==> config.mk <==
export PLATFORM = sky130hd
export DESIGN_NAME = screen_write_ctrl
export DESIGN_NICKNAME = d
export VERILOG_FILES = /design/src/rtl/screen_write_ctrl.sv
export SDC_FILE = /design/constraint.sdc
export NUM_CORES = 1
export LEC_CHECK = 0
export CAP_MARGIN = 20
export CORE_MARGIN = 10
export CORE_UTILIZATION = 48
export DETAILED_ROUTE_END_ITERATION = 12
export PLACE_DENSITY = 0.8
export SKIP_CTS_REPAIR_TIMING = 1
export SLEW_MARGIN = 20
export SYNTH_ARGS = -nofsm -noshare
export SYNTH_HDL_FRONTEND = slang
export SYNTH_SLANG_ARGS = --single-unit
==> constraint.sdc <==
create_clock -name clk -period 4 [get_ports clk]
set_input_delay 1 -clock clk [delete_from_list [all_inputs] [get_ports clk]]
set_output_delay 1 -clock clk [all_outputs]
set_load 0.01 [all_outputs]
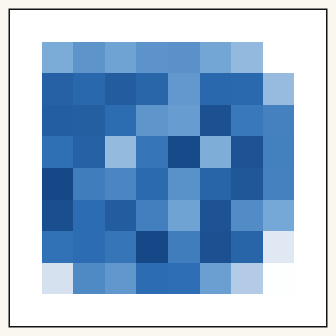
*Cell area per tile*
The die is cut into 10 by 10 equal tiles; white is low, dark blue is high, 0 to 100% covered.
The fullest tile reaches 91%. The mean over all tiles is 42%. 38% of the tiles are nearly empty. The densest ninth of the die: centre. The emptiest ninth of the die: lower right.
Core Box Area: 6030 µm²
FP Util: 50.3%

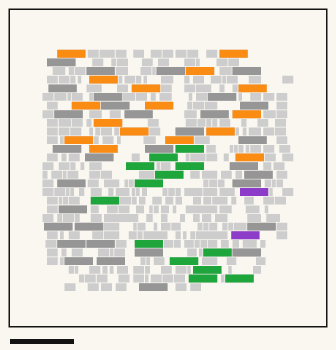
*Register map, names as in the netlist*
Scale bar: 20 µm.
Key: `state_q` = purple [placed flops 2]; `fill_addr` = green [placed flops 13]; `fb_data` = orange [placed flops 16]
Another 32 sequential cells are not coloured.
Util after Layout: 70.1%
flop share of the area: 37.3%
Storage cell area: 1580 µm²

==> out/qor.csv <==
stage,metric,value,unit
yosys,synthesis.area,3030,µm²
status,outcome,"finished, final reports clean",
timing,setup_violations,0,
yosys,top_cells_by_area,"dfrtp_1 (52%), mux2i_1 (9.6%), mux2_2 (6.3%)",
timing,rsz0062_at_grt,no,
critical_path,reg2reg_slack,1830,ps
floorplan,rows,28,
yosys,yosys_cells,268,
critical_path,cp_top_family,buffers and inverters,
power_and_ir_drop,ir_worst_vdd,0.402,mV
cells_and_area,fillCellCount,485,
power_and_ir_drop,cellPowerDensity,528,nW/µm²
critical_path,arrival,1530,ps
timing,skew,9.22,ps
yosys,adder_share,2.07,%
yosys,yosysUniqueCellTypes,42,
critical_path,crit_required,3000,ps
timing,fin_crit,2530,ps
grt,overflow,0,
cells_and_area,layout.area.comb,1380,µm²
drt,routed_wirelength,8.02,mm
clocking,cts-root-buf,clkbuf_8,
critical_path,cp.depth,1,
yosys,mux_share,15.9,%
clocking,htree_levels,3,
drt,drc_errors,0,
floorplan,ios,95,
grt,grt_pass1_vias,2551,
power_and_ir_drop,leakage,1.74,nW
yosys,fp_nets,323,
critical_path,path_class,reg2out,
clocking,clock_sinks,63,
worst_hold_path,holdPathStages,1,
placed_design,portBuffers,94,
clocking,cts_tree,built,
critical_path,cp_max_fo,8,
drt,avgRoutedWirePerCell,18.1,µm
floorplan,die_h,99.4,µm
critical_path,rr_worst_depth,6,
grt,grt_first_pass_wirelength,13.2,mm
placed_design,place_congestion,0.855,
timing,slew_headroom,37.7,%
cells_and_area,syn_to_final_growth,39.5,%
critical_path,slowest_stage,clkdlybuf4s50_1,
yosys,yosysTopAreaCell,dfrtp_1,
flow_run,warning_count,29,
yosys,yosys_warnings,0,
drt,detail_route.iter0.violations,151,
grt,grt_max_degree,65,
drt,vias,2441,
yosys,synth.avg_cell_area,11.3,µm²
timing,fmax,0.396,GHz
drt,drtAntennaViolNets,0,
timing,setup_tns,0,ps
yosys,postSynthSeqShare,52.0,%
critical_path,critPathBufInv,1,
floorplan,die-width,99.4,µm
## cell families after synthesis
| kind of cell | count (synthesis) |
|---|---|
| simple gates | 75 |
| mux | 46 |
| compound gates | 56 |
| flops | 63 |
| fa+ha+maj | 5 |
| buf+inv | 18 |
| xor+xnor | 5 |
## stage by stage
step           power, mW  std cells  setup slack, ps  hold WS [ps]  area (µm²)
2_1_floorplan       1.33        268             1650           479        3030
3_3_place_gp        1.64        426             1250           483        4020
3_5_place_dp        1.67        426             1240           494        4020
4_1_cts             2.25        442             1460           510        4230
5_1_grt             2.36        442             1410           527        4230
6_report            2.23        442             1470           508        4230
## final cells by class
type | count | share of cell area [%]
Sequential cell | 63 | 37.3
Clock inverter | 3 | 0.948
Tap cell | 75 | 2.22
Timing Repair Buffer | 97 | 22.6
Inverter | 4 | 0.355
Clock buffer | 13 | 4.00
Multi-Input combinational cell | 187 | 32.6
## Yosys cell counts, drive strengths merged
master,count
a2111oi,2
dfrtp,63
a31oi,3
nand4,2
ha,5
nor4,3
or4,4
clkbuf,9
and3,1
nor3b,2
a21oi,5
or2,1
nor3,4
xnor2,3
a211oi,1
buf,5
inv,4
nor2,6
nor2b,3
o31a,1
xor2,2
o211ai,4
o21ai,33
mux2i,29
a32o,1
mux2,17
or3b,1
o31ai,3
o22a,1
o41ai,2
nand2,36
nand3,7
nand2b,2
nand4b,1
and3b,2
## per-layer routing
| metal | share of wire [%] | track usage, % |
|---|---|---|
| met1 | 42 | 20.0 |
| met2 | 48 | 26.2 |
| met3 | 7.8 | 5.05 |
| met4 | 1.7 | 7.61 |
| met5 | 0 | 0 |
## cell usage in the layout (no fill, tap or decap), types with 3 or more instances in the layout
cell,count
dfrtp_1,63
mux2_2,17
clkbuf_8,12
mux2i_1,29
clkdlybuf4s50_1,92
nor2_1,6
ha_1,5
nor3_1,4
or4_1,3
nand2_1,36
o21ai_0,31
buf_4,3
o31ai_1,3
nor4_1,3
inv_1,4
o211ai_1,4
xnor2_1,3
nand3_1,7
a31oi_1,3
a21oi_1,4
## report_power, final
| part | switching (mW) | total, mW | internal (mW) |
|---|---|---|---|
| registers | 0.107 | 0.907 | 0.800 |
| clock network | 0.237 | 0.574 | 0.337 |
| logic | 0.351 | 0.748 | 0.397 |
| total | 0.695 | 2.23 | 1.53 |
Power is estimated from default activity; no workload was simulated.
